**src/rtl/door_lock_ctrl.sv**
```systemverilog
// Keypad door-lock controller: collects NUM_DIGITS keypad digits, compares them with the stored code and
// pulses unlock; `define DOOR_LOCKOUT_EN to add the consecutive-failure lockout.
module door_lock_ctrl #(
    parameter int unsigned DIGIT_W        = 4,
    parameter int unsigned NUM_DIGITS     = 4,
    parameter int unsigned UNLOCK_CYCLES  = 100,
    parameter int unsigned MAX_TRIES      = 3,
    parameter int unsigned LOCKOUT_CYCLES = 1000
) (
    input  logic                                  clk,
    input  logic                                  rst_n,
    input  logic                                  switch,
    input  logic [NUM_DIGITS*DIGIT_W-1:0]         pass,
    input  logic                                  key_valid,
    input  logic [DIGIT_W-1:0]                    key_digit,
    input  logic                                  key_clear,
    output logic                                  unlock,
    output logic                                  locked_out,
    output logic [$clog2(NUM_DIGITS+1)-1:0]       digit_cnt,
    output logic [$clog2(MAX_TRIES+1)-1:0]        fail_cnt
);

    localparam int unsigned CODE_W  = NUM_DIGITS * DIGIT_W;
    localparam int unsigned CNT_W   = $clog2(NUM_DIGITS + 1);
    localparam int unsigned TMR_MAX = (UNLOCK_CYCLES > LOCKOUT_CYCLES) ? UNLOCK_CYCLES : LOCKOUT_CYCLES;
    localparam int unsigned TMR_W   = $clog2(TMR_MAX + 1);

    localparam logic [CNT_W-1:0] LAST_DIGIT  = CNT_W'(NUM_DIGITS - 1);
    localparam logic [TMR_W-1:0] UNLOCK_LAST = TMR_W'(UNLOCK_CYCLES - 1);

`ifdef DOOR_LOCKOUT_EN
    localparam int unsigned FAIL_W = $clog2(MAX_TRIES + 1);
    localparam logic [TMR_W-1:0]  LOCK_LAST = TMR_W'(LOCKOUT_CYCLES - 1);
    localparam logic [FAIL_W-1:0] FAIL_MAX  = FAIL_W'(MAX_TRIES);
    localparam logic [FAIL_W-1:0] FAIL_LAST = FAIL_W'(MAX_TRIES - 1);

    typedef enum logic [1:0] {
        IDLE,
        CHECK,
        OPEN,
        LOCKOUT
    } state_t;

    logic [FAIL_W-1:0] fail_q;
    logic              lock_q;
`else
    typedef enum logic [1:0] {
        IDLE,
        CHECK,
        OPEN
    } state_t;
`endif

    state_t            state;
    logic [TMR_W-1:0]  timer;
    logic [CODE_W-1:0] entry;

    always_ff @(posedge clk or negedge rst_n) begin
        if (!rst_n) begin
            state     <= IDLE;
            unlock    <= 1'b0;
            digit_cnt <= '0;
            timer     <= '0;
            entry     <= '0;
`ifdef DOOR_LOCKOUT_EN
            fail_q    <= '0;
            lock_q    <= 1'b0;
`endif
        end else if (!switch) begin
            // Bypass overrides every state and holds the door released.
            state     <= IDLE;
            unlock    <= 1'b1;
            digit_cnt <= '0;
            timer     <= '0;
            entry     <= '0;
`ifdef DOOR_LOCKOUT_EN
            fail_q    <= '0;
            lock_q    <= 1'b0;
`endif
        end else begin
            case (state)
                IDLE: begin
                    unlock <= 1'b0;
                    if (key_clear) begin
                        digit_cnt <= '0;
                    end else if (key_valid) begin
                        for (int unsigned i = 0; i < NUM_DIGITS; i++) begin
                            if (digit_cnt == CNT_W'(i)) begin
                                entry[i*DIGIT_W +: DIGIT_W] <= key_digit;
                            end
                        end
                        digit_cnt <= digit_cnt + CNT_W'(1);
                        if (digit_cnt == LAST_DIGIT) begin
                            state <= CHECK;
                        end
                    end
                end

                CHECK: begin
                    digit_cnt <= '0;
                    timer     <= '0;
                    if (entry == pass) begin
                        state  <= OPEN;
                        unlock <= 1'b1;
`ifdef DOOR_LOCKOUT_EN
                        fail_q <= '0;
`endif
                    end else begin
`ifdef DOOR_LOCKOUT_EN
                        if (fail_q == FAIL_LAST) begin
                            fail_q <= FAIL_MAX;
                            lock_q <= 1'b1;
                            state  <= LOCKOUT;
                        end else begin
                            fail_q <= fail_q + FAIL_W'(1);
                            state  <= IDLE;
                        end
`else
                        state <= IDLE;
`endif
                    end
                end

                OPEN: begin
                    if (timer == UNLOCK_LAST) begin
                        state  <= IDLE;
                        unlock <= 1'b0;
                        timer  <= '0;
                    end else begin
                        timer <= timer + TMR_W'(1);
                    end
                end

`ifdef DOOR_LOCKOUT_EN
                LOCKOUT: begin
                    if (timer == LOCK_LAST) begin
                        state  <= IDLE;
                        lock_q <= 1'b0;
                        fail_q <= '0;
                        timer  <= '0;
                    end else begin
                        timer <= timer + TMR_W'(1);
                    end
                end
`endif

                default: begin
                    state  <= IDLE;
                    unlock <= 1'b0;
                    timer  <= '0;
                end
            endcase
        end
    end

`ifdef DOOR_LOCKOUT_EN
    assign locked_out = lock_q;
    assign fail_cnt   = fail_q;
`else
    assign locked_out = 1'b0;
    assign fail_cnt   = '0;
`endif

endmodule
```
**config.mk**
```make
export PLATFORM = sky130hd
export DESIGN_NAME = door_lock_ctrl
export DESIGN_NICKNAME = d
export VERILOG_FILES = /design/src/rtl/door_lock_ctrl.sv
export SDC_FILE = /design/constraint.sdc
export NUM_CORES = 1
export LEC_CHECK = 0
export ABC_AREA = 1
export CAP_MARGIN = 20
export CORE_UTILIZATION = 57
export DETAILED_ROUTE_END_ITERATION = 12
export PLACE_DENSITY = 0.84
export SLEW_MARGIN = 20
export SYNTH_ARGS = -nofsm -noshare
export SYNTH_HDL_FRONTEND = slang
export SYNTH_SLANG_ARGS = --single-unit
```
**constraint.sdc**
```tcl
create_clock -name clk -period 2 [get_ports clk]
set_input_delay 0.5 -clock clk [delete_from_list [all_inputs] [get_ports clk]]
set_output_delay 0.5 -clock clk [all_outputs]
set_load 0.05 [all_outputs]
```
==> reports/metrics.csv <==
stage,metric,value,unit
min_path,worst_hold_path_type,reg -> reg,
logic_synthesis,synthesized_area,1960,um^2
global_routing,grt_pass1_vias,1537,
detailed_routing,drc_errors_left,0,
placement,pre_cts_slack,0.124,ns
placement,numPlacedInstances,346,
timing,timing.setup.tns,0,ns
min_path,min_delay_worst_endpoint,unlock,
setup_path,worst_ep_arrival_time,1.75,ns
placement,final_estimated_routing_congestion_in_global_placement,0.807,
setup_path,worstRegToRegCells,6,
setup_path,cp_common_cell,sky130_fd_sc_hd__nand2_1,
floorplan,die_width,60.7,um
detailed_routing,wl_per_cell,10.7,um
cts,cts_buffer_depth,2,
logic_synthesis,yosysWarningCount,0,
finish,area_growth_syn_to_layout,19.2,%
finish,n_fill_cell,263,
finish,diodes,0,
floorplan,die_area,3680,um^2
timing,timing.final.setup_violations,0,
timing,fmaxAchievable,0.659,GHz
timing,fin_ws,0.483,ns
floorplan,die_height,60.7,um
setup_path,timing.critical_path.from_type,input port,
detailed_routing,detailedRoute.firstIterationViolations,68,
floorplan,rows,20,
cts,clock-sinks,32,
logic_synthesis,yosysChipArea,1960,um^2
global_routing,grt_antenna_before_repair,0,
min_path,timing.hold.worst.start,unlock,
setup_path,setup.worst_path.end_class,flop,
logic_synthesis,proportion_of_netlist_area_held_by_the_largest_area_contributor,0.408,
setup_path,cpMaxStageDelayCell,sky130_fd_sc_hd__clkdlybuf4s50_1,
logic_synthesis,edf_count,0,
cts,cts.repair_timing.setup_buffer_count,0,
cts,cts.root.buffer_cell,sky130_fd_sc_hd__clkbuf_4,
run,maxCapViolations,0,
floorplan,initCoreUtil,0.623,
setup_path,path_class,in -> reg,
finish,stdcell_count,354,
logic_synthesis,yosys-stat-cells,274,
global_routing,grt_first_pass_wirelength,6.42,mm
logic_synthesis,synth-async-reset-ratio,1.00,
logic_synthesis,numSynthFlops,32,
setup_path,crit_path_cell_trace,clkdlybuf4s50_1 > inv_1 > nand2_1 > nand2_1 > nor2_1 > nand2_1 > nor2_1 > nand2_1 > nand2_1 > nand2_1 > nand2_1 > nand2_1,
power,static_leakage_power,1.19,nW
detailed_routing,number_of_detailed_routing_iterations_run_before_antenna_repair,5,
timing,finalWorstPathRequiredPeriod,1.52,ns
global_routing,grt_start_max_net_pins,33,
run,log.warning_count,29,
cts,cts-htree-levels,2,
detailed_routing,vias_per_cell,4.71,
timing,worst_clock_skew,0.00280,ns
logic_synthesis,postSynthCellCount,274,
logic_synthesis,distinct_cells_synth,30,
cts,cts-buffers-inserted,5,
min_path,timing.hold.worst_path_depth,2,
logic_synthesis,synth_seq_share,0.408,
setup_path,worstPathRequired,2.24,ns
timing,maxSlewViolCount,0,
floorplan,design.core.area,3150,um^2
logic_synthesis,post_synth.cell_area_avg,7.16,um^2
setup_path,critical_path.max_stage_delay,0.48,ns
setup_path,setup.reg_to_reg.worst_slack,0.54,ns
cts,total_of_cells_resized_after_clock_tree_synthesis,0,
power,report.power.total,1.34,mW
global_routing,grt_overflow_total,0,
outcome,run_status,"finished, final reports clean",
timing,final_hold_vio_count,0,
cts,worstSkewPairLatency,0.33,ns
logic_synthesis,synth.largest_area_cell,sky130_fd_sc_hd__dfrtp_1,
setup_path,cp_max_fo,2,
cts,path_clk_slew,0.10,ns
setup_path,critical_path.top_delay_family,simple AND/OR/NAND/NOR gates,
cts,postCtsHoldBufs,0,
finish,final_net_count,340,
logic_synthesis,flop_cell,sky130_fd_sc_hd__dfrtp_1,
logic_synthesis,yosys.cell_count.top_type,sky130_fd_sc_hd__nand2_1,
setup_path,regToRegStartpoint,digit_cnt[0],
floorplan,ios,32,
logic_synthesis,netlist_top_cells_area,"sky130_fd_sc_hd__dfrtp_1 (41%), sky130_fd_sc_hd__nand2_1 (17%), sky130_fd_sc_hd__inv_1 (9.4%), sky130_fd_sc_hd__nor2_1 (5.0%), sky130_fd_sc_hd__ha_1 (3.8%)",
cts,cts_tree,built,
power,powerDensity,572,nW/um^2
timing,grt_setup_unrepaired,no,
logic_synthesis,ys_top_cells_by_count,"sky130_fd_sc_hd__nand2_1 (89), sky130_fd_sc_hd__inv_1 (49), sky130_fd_sc_hd__dfrtp_1 (32)",
detailed_routing,ant_nets,0,
finish,drive_gt1_frac,0.123,
placement,placed_wire_length_estimate,2.99,mm
setup_path,worst_flop_to_flop_path_endpoint,entry[13],
power,worst_voltage_drop_across_the_vdd_grid,0.369,mV
timing,min_period_over_period,0.759,
setup_path,path_buffers,2,
placement,buffer_ports.inserted,28,
==> state kept, by name (all words and copies together), names as in the netlist <==
signal,count
digit_cnt,3
entry,16
state,2
timer,10
unlock,1
==> cell families (layout without fill, tap and decap cells) <==
family,Yosys count,count (layout),share of synthesized area
simple gates,142,142,0.330
buf+inv,59,93,0.122
compound gates,33,33,0.0956
flops,32,32,0.408
fa+ha+maj,6,6,0.0382
other cells,1,3,0.00191
xor+xnor,1,1,0.00446
==> cell usage in the layout, fill, tap and decap left out, drive strengths merged <==
cell type,synthesis,layout
nand2,95,95
inv,54,54
dfrtp,32,32
nor2,29,29
clkdlybuf4s50,0,24
o21ai,23,23
nand3,8,8
clkbuf,0,8
a21oi,7,7
ha,6,6
buf,4,6
nor3,6,6
conb,1,3
o22ai,2,2
nand4,2,2
nand3b,1,1
clkinv,1,1
a31oi,1,1
xor2,1,1
or2,1,1
==> how the worst max path moves through the flow <==
stage                     cells past startpoint    startpoint  slack (ns)   endpoint
after global placement                        7        switch        0.14   timer[7]
after floorplan                               6  digit_cnt[2]        0.47  entry[12]
after detailed placement                     12      pass[10]        0.12     unlock
final                                        12      pass[10]        0.48     unlock
after global routing                         12       pass[1]        0.33     unlock
after CTS                                    12      pass[10]        0.48     unlock
==> power by group <==
group,switching (mW),internal (mW)
combinational,0.148,0.102
sequential,0.0196,0.678
clock,0.218,0.173
==> routing by layer <==
metal  routed length, um  part of all wire  vias up  track usage
met1                1730              0.46      743        0.285
met2                1920              0.51       20        0.444
met5                   0                 0        -            0
met3                  88             0.023        7       0.0448
li1                    -                 -      899            -
met4                  59             0.016        0       0.0877
==> layout make-up <==
| class | instances | area (um^2) | area share |
|---|---|---|---|
| Multi-Input combinational cell | 185 | 930 | 0.397 |
| Sequential cell | 32 | 801 | 0.342 |
| Timing Repair Buffer | 30 | 285 | 0.122 |
| Inverter | 55 | 210 | 0.0898 |
| Clock buffer | 8 | 58.8 | 0.0251 |
| Tap cell | 44 | 55.1 | 0.0235 |
==> worst register-to-register path, delay by kind of cell, from the launching register on <==
kind | cells | cell delay (ns)
adders and majority gates | 2 | 0.42
AOI/OAI and AO/OA | 1 | 0.08
and+or+nand+nor | 3 | 0.39
DFF | 1 | 0.44
==> stage by stage <==
stage | instance area, um^2 | utilization | hold WS, ns
3_5_place_dp | 2280 | 0.723 | 0.485
6_report | 2340 | 0.742 | 0.506
4_1_cts | 2340 | 0.742 | 0.509
3_3_place_gp | 2280 | 0.723 | 0.483
2_1_floorplan | 1970 | - | 0.204
5_1_grt | 2340 | 0.742 | 0.533
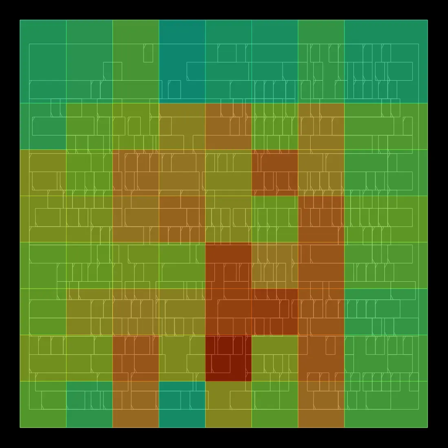
(images/congestion.png)
Overall Global Routing Usage: 0.243
busiest layer in global routing: met2

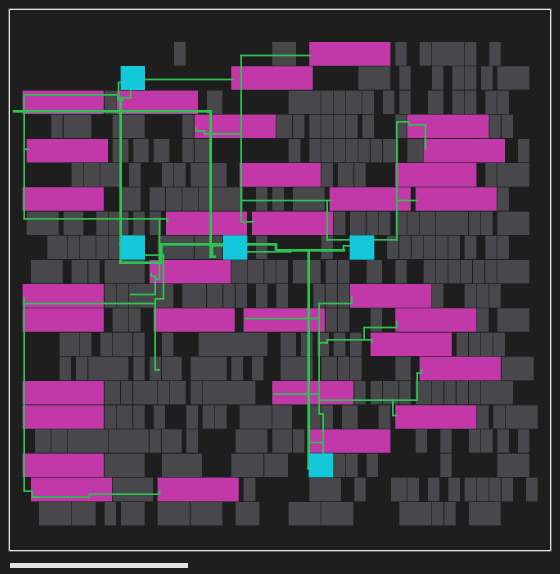
(images/clk_routes.png)
The bar under the picture is 20 um long.
[clock drivers] cyan | count: 5
[clock wires] green | length: 410 um
[flip-flops] magenta | count: 32
flops lie	widely spread
routed clock nets	6

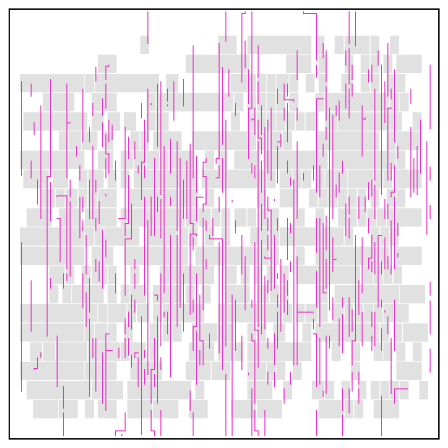
(images/layer_met2.png)
Cells faint in the background.
nets with wire on the layer	257
main direction	vertical
share of all routed wire	51%
longest straight run	32.0 um
Total Wirelength: 3.79 mm
met2 Resource Use GR: 0.444
vias post-DR: 1669

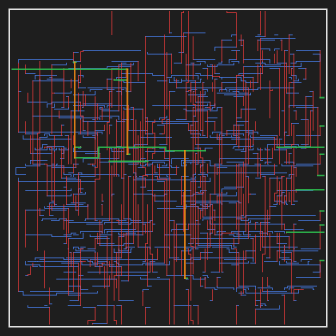
(images/wires.png)
layer	colour	wire length
metal 4	orange	59.2 um
metal 2	red	1920 um
metal 1	blue	1730 um
metal 3	green	88.0 um

Power is estimated from default activity; no workload was simulated.
